The metal 3 layer:
Drawn at 3 px/µm.
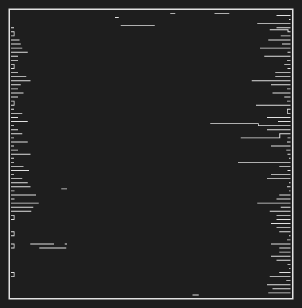
Cell sizes after repair:
Drawn at 4 px/µm.
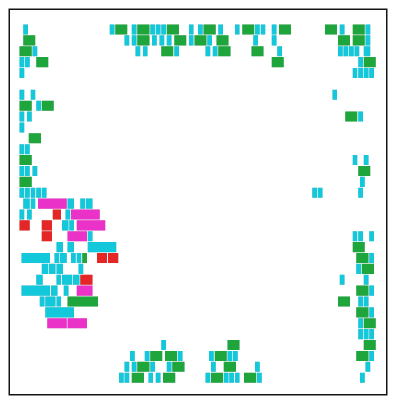
$ cat config.mk
export PLATFORM = sky130hd
export DESIGN_NAME = wb_arbiter_rr
export DESIGN_NICKNAME = d
export VERILOG_FILES = /design/src/rtl/wb_arb_pkg.sv /design/src/rtl/wb_rr_picker.sv /design/src/rtl/wb_arbiter_rr.sv
export SDC_FILE = /design/constraint.sdc
export NUM_CORES = 1
export LEC_CHECK = 0
export ABC_AREA = 1
export CORE_AREA = 2 2 92 94
export DETAILED_ROUTE_END_ITERATION = 12
export DIE_AREA = 0 0 94 96
export DONT_BUFFER_PORTS = 1
export GPL_TIMING_DRIVEN = 1
export MAX_ROUTING_LAYER = met4
export SLEW_MARGIN = 20
export SYNTH_ARGS = -nofsm -noshare
export SYNTH_HDL_FRONTEND = slang
export SYNTH_SLANG_ARGS = --single-unit
$ cat constraint.sdc
create_clock -name clk_i -period 1.7 [get_ports clk_i]
set_input_delay 0.17 -clock clk_i [delete_from_list [all_inputs] [get_ports clk_i]]
set_output_delay 0.17 -clock clk_i [all_outputs]
set_load 0.005 [all_outputs]
$ cat src/rtl/wb_arb_pkg.sv
// Shared widths, state encoding and sizing helpers for the round-robin Wishbone arbiter.
// RTL and benches import this package so their default geometry always agrees.
package wb_arb_pkg;

  localparam int unsigned WB_NUM_MASTERS = 2;
  localparam int unsigned WB_ADDR_WIDTH  = 16;
  localparam int unsigned WB_DATA_WIDTH  = 32;
  localparam int unsigned WB_GRANULE     = 8;
  localparam int unsigned WB_TIMEOUT     = 16;

  typedef enum logic [0:0] {
    IDLE = 1'b0,
    BUSY = 1'b1
  } arb_state_e;

  function automatic int unsigned sel_width(input int unsigned data_width,
                                            input int unsigned granule);
    return data_width / granule;
  endfunction

  // A one-bit index is kept even for a single master so port slices stay legal.
  function automatic int unsigned idx_width(input int unsigned num_masters);
    return (num_masters > 1) ? $clog2(num_masters) : 1;
  endfunction

endpackage

$ cat src/rtl/wb_rr_picker.sv
// Combinational round-robin selector: first set request bit scanning upward from
// last+1 (wrapping), returned both one-hot and as a binary index.
module wb_rr_picker
  import wb_arb_pkg::*;
#(
  parameter int unsigned NUM_MASTERS = WB_NUM_MASTERS,
  parameter int unsigned IDX_W       = idx_width(NUM_MASTERS)
) (
  input  logic [NUM_MASTERS-1:0] req,
  input  logic [IDX_W-1:0]       last,
  output logic [NUM_MASTERS-1:0] gnt,
  output logic [IDX_W-1:0]       gnt_idx,
  output logic                   valid
);

  logic [IDX_W-1:0] cand;

  // Offset 1..NUM_MASTERS so the previous owner is considered last.
  always_comb begin
    gnt     = '0;
    gnt_idx = '0;
    valid   = 1'b0;
    cand    = '0;
    for (int unsigned i = 1; i <= NUM_MASTERS; i++) begin
      cand = IDX_W'((32'(last) + i) % NUM_MASTERS);
      if (!valid && req[cand]) begin
        valid     = 1'b1;
        gnt[cand] = 1'b1;
        gnt_idx   = cand;
      end
    end
  end

endmodule

$ cat src/rtl/wb_arbiter_rr.sv
// Round-robin Wishbone B4 classic arbiter sharing one slave between NUM_MASTERS masters.
// Optional slave-ack timeout with per-master error pulse: define WB_ARB_TIMEOUT_EN.
module wb_arbiter_rr
  import wb_arb_pkg::*;
#(
  parameter  int unsigned NUM_MASTERS = WB_NUM_MASTERS,
  parameter  int unsigned ADDR_WIDTH  = WB_ADDR_WIDTH,
  parameter  int unsigned DATA_WIDTH  = WB_DATA_WIDTH,
  parameter  int unsigned GRANULE     = WB_GRANULE,
  parameter  int unsigned TIMEOUT     = WB_TIMEOUT,
  localparam int unsigned SEL_WIDTH   = sel_width(DATA_WIDTH, GRANULE)
) (
  input  logic                              clk_i,
  input  logic                              rst_i,
  input  logic [NUM_MASTERS-1:0]            m_cyc_i,
  input  logic [NUM_MASTERS-1:0]            m_stb_i,
  input  logic [NUM_MASTERS-1:0]            m_we_i,
  input  logic [NUM_MASTERS*ADDR_WIDTH-1:0] m_adr_i,
  input  logic [NUM_MASTERS*DATA_WIDTH-1:0] m_dat_i,
  input  logic [NUM_MASTERS*SEL_WIDTH-1:0]  m_sel_i,
  output logic [NUM_MASTERS-1:0]            m_ack_o,
  output logic [DATA_WIDTH-1:0]             m_dat_o,
  output logic                              s_cyc_o,
  output logic                              s_stb_o,
  output logic                              s_we_o,
  output logic [ADDR_WIDTH-1:0]             s_adr_o,
  output logic [DATA_WIDTH-1:0]             s_dat_o,
  output logic [SEL_WIDTH-1:0]              s_sel_o,
  input  logic [DATA_WIDTH-1:0]             s_dat_i,
  input  logic                              s_ack_i,
  output logic [NUM_MASTERS-1:0]            gnt_o
`ifdef WB_ARB_TIMEOUT_EN
  ,
  output logic [NUM_MASTERS-1:0]            m_err_o
`endif
);

  localparam int unsigned IDX_W = idx_width(NUM_MASTERS);

  if (NUM_MASTERS < 2 || NUM_MASTERS > 8) begin : g_bad_num_masters
    $error("wb_arbiter_rr: NUM_MASTERS must be in 2..8");
  end
  if (GRANULE == 0 || (DATA_WIDTH % GRANULE) != 0 || TIMEOUT < 1) begin : g_bad_geometry
    $error("wb_arbiter_rr: DATA_WIDTH must be a multiple of GRANULE and TIMEOUT >= 1");
  end

  arb_state_e             state_q;
  logic [NUM_MASTERS-1:0] gnt_q;
  logic [IDX_W-1:0]       idx_q;
  logic [IDX_W-1:0]       last_q;

  logic [NUM_MASTERS-1:0] pick_gnt;
  logic [IDX_W-1:0]       pick_idx;
  logic                   pick_valid;

  logic busy;
  logic owner_cyc;
  logic owner_stb;
  logic abort;
  logic bus_on;

  wb_rr_picker #(
    .NUM_MASTERS (NUM_MASTERS),
    .IDX_W       (IDX_W)
  ) u_picker (
    .req     (m_cyc_i),
    .last    (last_q),
    .gnt     (pick_gnt),
    .gnt_idx (pick_idx),
    .valid   (pick_valid)
  );

  assign busy      = (state_q == BUSY);
  assign owner_cyc = m_cyc_i[idx_q];
  assign owner_stb = m_stb_i[idx_q];
  assign bus_on    = busy & owner_cyc & ~abort;

`ifdef WB_ARB_TIMEOUT_EN
  localparam int unsigned CNT_W = $clog2(TIMEOUT + 1);

  logic [CNT_W-1:0] tmo_cnt_q;

  // Counter is registered so abort never depends combinationally on s_ack_i.
  assign abort = busy && (tmo_cnt_q == CNT_W'(TIMEOUT));

  always_ff @(posedge clk_i) begin
    if (rst_i || !busy || s_ack_i) begin
      tmo_cnt_q <= '0;
    end else if (s_stb_o && (tmo_cnt_q != CNT_W'(TIMEOUT))) begin
      tmo_cnt_q <= tmo_cnt_q + CNT_W'(1);
    end
  end

  always_comb begin
    m_err_o = '0;
    if (abort) begin
      m_err_o[idx_q] = 1'b1;
    end
  end
`else
  assign abort = 1'b0;
`endif

  always_ff @(posedge clk_i) begin
    if (rst_i) begin
      state_q <= IDLE;
      gnt_q   <= '0;
      idx_q   <= '0;
      last_q  <= IDX_W'(NUM_MASTERS - 1);
    end else begin
      case (state_q)
        IDLE: begin
          if (pick_valid) begin
            state_q <= BUSY;
            gnt_q   <= pick_gnt;
            idx_q   <= pick_idx;
          end
        end
        BUSY: begin
          // Release is seen one edge late; other requesters are picked on the following edge.
          if (!owner_cyc || abort) begin
            state_q <= IDLE;
            gnt_q   <= '0;
            last_q  <= idx_q;
          end
        end
        default: begin
          state_q <= IDLE;
          gnt_q   <= '0;
        end
      endcase
    end
  end

  always_comb begin
    s_cyc_o = bus_on;
    s_stb_o = bus_on & owner_stb;
    s_we_o  = bus_on & m_we_i[idx_q];
    s_adr_o = '0;
    s_dat_o = '0;
    s_sel_o = '0;
    m_ack_o = '0;
    if (bus_on) begin
      s_adr_o        = m_adr_i[idx_q*ADDR_WIDTH +: ADDR_WIDTH];
      s_dat_o        = m_dat_i[idx_q*DATA_WIDTH +: DATA_WIDTH];
      s_sel_o        = m_sel_i[idx_q*SEL_WIDTH +: SEL_WIDTH];
      m_ack_o[idx_q] = s_ack_i & owner_stb;
    end
  end

  assign m_dat_o = s_dat_i;
  assign gnt_o   = gnt_q;

endmodule
==> changes_impl.md <==
## Implementation

- Status: finished, final reports clean
- Port bufs: 0
- Top cell family by delay on the critical path: buffers and inverters
- Worst-path fanout max: 23
- Yosys Chip Area: ~1500 µm²
- CTS Buffer Depth: 2
- Sw frac: 42.5%
- Crit Path Class: reg2out
- Synth area leaders: a21oi_2 (29%), nand2_1 (29%), buf_4 (16%), dfxtp_1 (6.8%), buf_6 (3.8%)
- # diodes: 1
- Fmax: 616 MHz
- Drt initial violations: 50
- Crit-path slowest cell: dfxtp_2
- Post-synth EDFFs: 0
- Gp weighted congestion: 0.654
- Sequential share of cell area: 7.34%
- Reg2Reg Depth: 4
- Clock group: 0.000227 W
- Mi-comb count: 184
- Met2 WL post-DR: 2.12 mm
- MUX share of area: 0%
- Non-CTS inverters: 7
- Tool Warnings: 26
- Taps Inserted: between 100 and 150
- Dominant kind of cell: multi-input combinational cells
- Synth flops: 5
- Post CTS Setup Buffer Count: 0
- Slew Limit Headroom: 72.6%
- Commonest cells in the netlist: nand2_1 (113), a21oi_2 (49), buf_4 (32)
- Metal3 WL: 529 µm
- RSZ-0062 raised after global routing: no
- Worst Setup Slack post-DPL: 0.279 ns
- Critical-path cell list: inv_2, nand2_1, and2_4, nor2_8, inv_4, buf_12, a21oi_1, buf_4
- Setup ws final: 0.0760 ns
- Worst Path Buf+Inv: 4
- Grt total ovfl: 0
- Largest net degree at the start of global routing: 56
About 'the metal 3 layer':
longest straight run: 17.3 µm
main direction: horizontal
nets with wire on the layer: 114
wire length on this layer: 529 µm
grt met3 use: 2.58%
total length of routed wires: 4.81 mm

About 'cell sizes after repair':
| size | color | cells | share | most used |
|---|---|---|---|---|
| _0 and _1 cells | cyan | 143 | 69% | nand2_1 |
| _3 and _4 cells | red | 7 | 3.4% | buf_4 |
| _2 cells | green | 51 | 25% | a21oi_2 |
| _6 and larger | magenta | 7 | 3.4% | clkbuf_8 |
synthesis-to-finish area growth: -5.89%
final instance area: 1380 µm²
bufs w/o clock: 8

Power is estimated from default activity; no workload was simulated.
